===== src/rtl/ctr_pkg.sv =====
// rtl/ctr_pkg.sv - shared constants and elaboration helpers for the up/down counter
package ctr_pkg;

   localparam int CTR_MODE_WRAP = 0;
   localparam int CTR_MODE_SAT  = 1;

   function automatic bit ctr_width_ok(input int width);
      return width >= 2;
   endfunction

   function automatic bit ctr_mode_ok(input int mode);
      return (mode == CTR_MODE_WRAP) || (mode == CTR_MODE_SAT);
   endfunction

endpackage


===== src/rtl/ctr_next_calc.sv =====
// rtl/ctr_next_calc.sv - combinational next-count and bound-event decode
module ctr_next_calc
   import ctr_pkg::*;
#(
   parameter int WIDTH    = 4,
   parameter int SAT_MODE = CTR_MODE_WRAP
) (
   input  logic [WIDTH-1:0] cq_i,
   input  logic [WIDTH-1:0] max_i,
   input  logic             up_dn,
   output logic [WIDTH-1:0] next_o,
   output logic             bound_o
);

   localparam logic [WIDTH-1:0] ONE  = WIDTH'(1);
   localparam logic [WIDTH-1:0] ZERO = '0;

   always_comb begin
      next_o  = cq_i;
      bound_o = 1'b0;
      if (up_dn) begin
         // >= rather than == so a count left above a lowered max_i still hits the bound
         if (cq_i < max_i) begin
            next_o = cq_i + ONE;
         end else begin
            bound_o = 1'b1;
            next_o  = (SAT_MODE == CTR_MODE_SAT) ? max_i : ZERO;
         end
      end else begin
         if (cq_i != ZERO) begin
            next_o = cq_i - ONE;
         end else begin
            bound_o = 1'b1;
            next_o  = (SAT_MODE == CTR_MODE_SAT) ? ZERO : max_i;
         end
      end
   end

endmodule


===== src/rtl/sync_updn_counter.sv =====
// rtl/sync_updn_counter.sv - synchronous up/down counter with load, programmable max and flags
module sync_updn_counter
   import ctr_pkg::*;
#(
   parameter int               WIDTH    = 4,
   parameter int               SAT_MODE = CTR_MODE_WRAP,
   parameter logic [WIDTH-1:0] RST_VAL  = '0
) (
   input  logic             clk,
   input  logic             reset,
   input  logic             en,
   input  logic             up_dn,
   input  logic             load,
   input  logic [WIDTH-1:0] d_i,
   input  logic [WIDTH-1:0] max_i,
   input  logic             clr_ovf,
   output logic [WIDTH-1:0] cqo,
   output logic             tc_o,
   output logic             wrap_o,
   output logic             ovf_o
);

   if (!ctr_width_ok(WIDTH)) begin : g_bad_width
      $error("sync_updn_counter: WIDTH must be at least 2");
   end
   if (!ctr_mode_ok(SAT_MODE)) begin : g_bad_mode
      $error("sync_updn_counter: SAT_MODE must be 0 or 1");
   end

   logic [WIDTH-1:0] cq_q, cq_d;
   logic             wrap_q, wrap_d;
   logic             ovf_q, ovf_d;
   logic [WIDTH-1:0] calc_next;
   logic             calc_bound;
   logic [WIDTH-1:0] load_val;
   logic             bound_evt;

   ctr_next_calc #(
      .WIDTH    (WIDTH),
      .SAT_MODE (SAT_MODE)
   ) u_next (
      .cq_i    (cq_q),
      .max_i   (max_i),
      .up_dn   (up_dn),
      .next_o  (calc_next),
      .bound_o (calc_bound)
   );

   assign load_val  = (d_i > max_i) ? max_i : d_i;
   assign bound_evt = ~load & en & calc_bound;

   always_comb begin
      cq_d   = cq_q;
      wrap_d = 1'b0;
      ovf_d  = ovf_q;
      if (load) begin
         cq_d = load_val;
      end else if (en) begin
         cq_d = calc_next;
      end
      wrap_d = bound_evt;
      // set has priority over a same-cycle clear
      if (clr_ovf) begin
         ovf_d = 1'b0;
      end
      if (bound_evt) begin
         ovf_d = 1'b1;
      end
   end

   always_ff @(posedge clk) begin
      if (reset) begin
         cq_q   <= RST_VAL;
         wrap_q <= 1'b0;
         ovf_q  <= 1'b0;
      end else begin
         cq_q   <= cq_d;
         wrap_q <= wrap_d;
         ovf_q  <= ovf_d;
      end
   end

   assign cqo    = cq_q;
   assign wrap_o = wrap_q;
   assign ovf_o  = ovf_q;
   assign tc_o   = en & ((up_dn & (cq_q >= max_i)) | (~up_dn & (cq_q == '0)));

endmodule


===== config.mk =====
export PLATFORM = sky130hd
export DESIGN_NAME = sync_updn_counter
export DESIGN_NICKNAME = d
export VERILOG_FILES = /design/src/rtl/ctr_pkg.sv /design/src/rtl/ctr_next_calc.sv /design/src/rtl/sync_updn_counter.sv
export SDC_FILE = /design/constraint.sdc
export NUM_CORES = 1
export LEC_CHECK = 0
export ABC_AREA = 1
export CORE_MARGIN = 2
export CORE_UTILIZATION = 49
export DETAILED_ROUTE_END_ITERATION = 12
export GPL_TIMING_DRIVEN = 0
export PLACE_DENSITY = 0.78
export SYNTH_ARGS = -nofsm -noshare
export SYNTH_HDL_FRONTEND = slang
export SYNTH_HIERARCHICAL = 1
export SYNTH_SLANG_ARGS = --single-unit

===== constraint.sdc =====
create_clock -name clk -period 2.1 [get_ports clk]
set_input_delay 0.42 -clock clk [delete_from_list [all_inputs] [get_ports clk]]
set_output_delay 0.42 -clock clk [all_outputs]
set_load 0.05 [all_outputs]

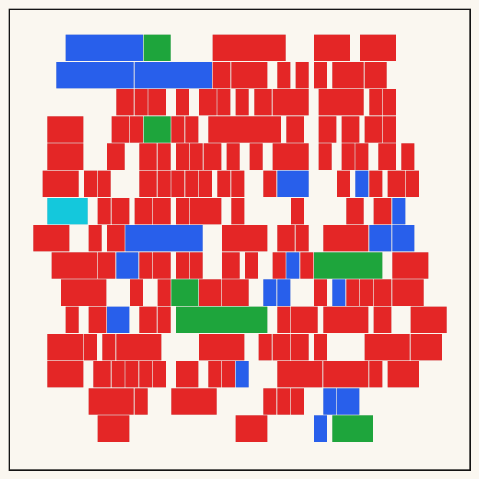
Fig. 1. Sizing map.
Scale: 10 px per um.
| size | colour | cells |
|---|---|---|
| drive 1 or less | red | 142 |
| drive 6 and up | cyan | 1 |
| drive 2 | blue | 19 |
| drive 3 to 4 | green | 6 |
final std cell area, no fill: 1120 um^2
min setup slack post-route: 57.0 ps
Buffers excl. clock: 20
P&R area growth vs syn: 30.0%

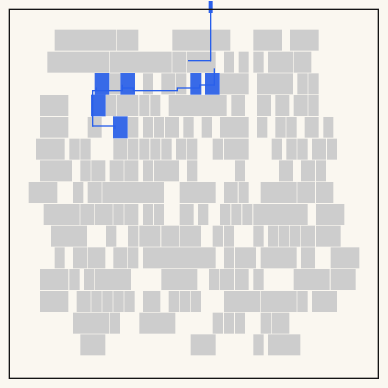
Fig. 2. Port wiring.
Scale: 8 px per um.
| port | colour | bits | direction | edge | end cells | buffers | wire |
|---|---|---|---|---|---|---|---|
| `reset` | blue | 1 | input | north | 6 | 1 | 35.6 um |

-- metrics by stage --
stage / hold slack (ps) / utilization / std cells
5_1_grt: 493 / 0.664 / 185
3_3_place_gp: 454 / 0.642 / 182
4_1_cts: 478 / 0.661 / 185
6_report: 469 / 0.664 / 185
3_5_place_dp: 472 / 0.642 / 182
2_1_floorplan: 482 / - / 145
-- cells in the mapped netlist, drive strengths merged --
| cell type | instances |
|---|---|
| nand2 | 40 |
| inv | 37 |
| nand3 | 18 |
| ha | 13 |
| a21oi | 10 |
| nor2 | 7 |
| dfxtp | 6 |
| o21ai | 6 |
| nand4 | 3 |
| o211ai | 2 |
| a41oi | 1 |
| nor3b | 1 |
| xor2 | 1 |
-- what timing repair did --
| item | 4_1_cts | 5_1_grt |
|---|---|---|
| endpoints found under the setup margin | 2 | 2 |
| pin swaps | 3 | 0 |
| resized | 16 | 3 |
-- how the worst max path moves through the flow --
stage,to,depth (start not counted)
floorplan,tc_o,7
global placement,tc_o,8
detailed placement,tc_o,10
CTS,cqo[3],1
global route,tc_o,10
finish,tc_o,10
-- power by group through the flow --
stage          clock, mW  sequential [mW]  combinational (mW)
2_1_floorplan          0            0.175               0.178
3_3_place_gp           0            0.149               0.288
3_5_place_dp           0            0.149               0.298
4_1_cts            0.112            0.148               0.300
5_1_grt            0.118            0.151               0.335
6_report           0.118            0.149               0.300
-- worst max-delay path: stages --
cell,delay [ps]
dlygate4sd2_1,220
inv_2,50
ha_1,280
inv_1,50
nor2_1,30
o211ai_1,150
nand4_1,110
nand2_1,90
inv_1,60
buf_6,150
-- per-layer routing --
| metal | global-route usage | up-vias |
|---|---|---|
| met3 | 0.0119 | 7 |
| met5 | 0 | - |
| li1 | - | 511 |
| met1 | 0.252 | 438 |
| met4 | 0.0857 | 0 |
| met2 | 0.431 | 37 |
-- cell type report --
cell class | instances | area, um^2 | share of cell area
multi-input cells | 102 | 616 | 0.549
repair buffers | 20 | 198 | 0.176
inverters | 37 | 139 | 0.124
flip-flops and latches | 6 | 125 | 0.112
clock buffers | 3 | 22.5 | 0.0201
well taps | 17 | 21.3 | 0.0190
-- sequential cells by signal, summed over array words and instances, names as in the netlist --
name    count
ovf_o       1
wrap_o      1
cqo         4
-- cells by family after synthesis --
| logic type | after synthesis |
|---|---|
| compound gates | 19 |
| fa+ha+maj | 13 |
| simple gates | 69 |
| flops | 6 |
| xor+xnor | 1 |
| buf+inv | 37 |
==> Slide: Implementation Results <==
Implementation Results

Final layout
  • Fill count: 162
  • Top Layout Cells: nand2_1, inv_1, nand3_1, clkdlybuf4s50_1, ha_1
  • Layout cell share with drive strength beyond 1: 0.155

Worst setup path
  • Worst r2r path cells: 12
  • FF-to-FF End: cqo[2]
  • R2R Setup Slk: 430 ps
  • Critical Path AT: 1620 ps

Min path
  • Min-delay src: ovf_o
  • Hold Path Stages: 2
  • Worst Hold End: ovf_o

Status
  • Status: complete, no violations

Global routing
  • Largest net degree at the start of global routing: 10
  • Vias in the first global route: 907
  • Antenna violations before repair: 0

Final timing
  • Unrepaired setup endpoints after global routing: true
  • Fin. max-slew vios: 0
  • Period utilisation layout: 0.973
  • Min Tclk post-route: 2040 ps
  • Total negative setup slack: 0 ps

Detailed routing
  • Routed WL: 2150 um
  • DRC: 0
  • Vias: 993
  • Vias per inst: 5.37

Power
  • Leak: 0.626 nW
  • Total Power: 567 uW
  • Clock power share: 0.208
  • Sw Ratio: 0.455
  • NetSw: 258 uW
  • VDD IR max: 0.000305 V

Logic synthesis
  • Seq share, synth: 0.139
  • Fa+ha+maj area frac: 0.189
  • Main area contributors: ha_1, nand2_1, dfxtp_1
  • Synth Net Count: 172
  • Main logic family: simple AND/OR/NAND/NOR gates
  • Ys Warns: 6
  • Post-synth mux share: 0

CTS
  • CTS tree: yes
  • Worst-path clk slew: 40 ps
  • Post-CTS Setup Bufs: 0

Placed design
  • DP Worst Slack: -807 ps
  • Port bufs: 20
  • Post-DP HPWL: 1740 um
  • Gp weighted congestion: 0.877

Flow run
  • Tool Warnings: 28

Die
  • Die Ht: 45.9 um
Power and IR drop assume default switching activity.
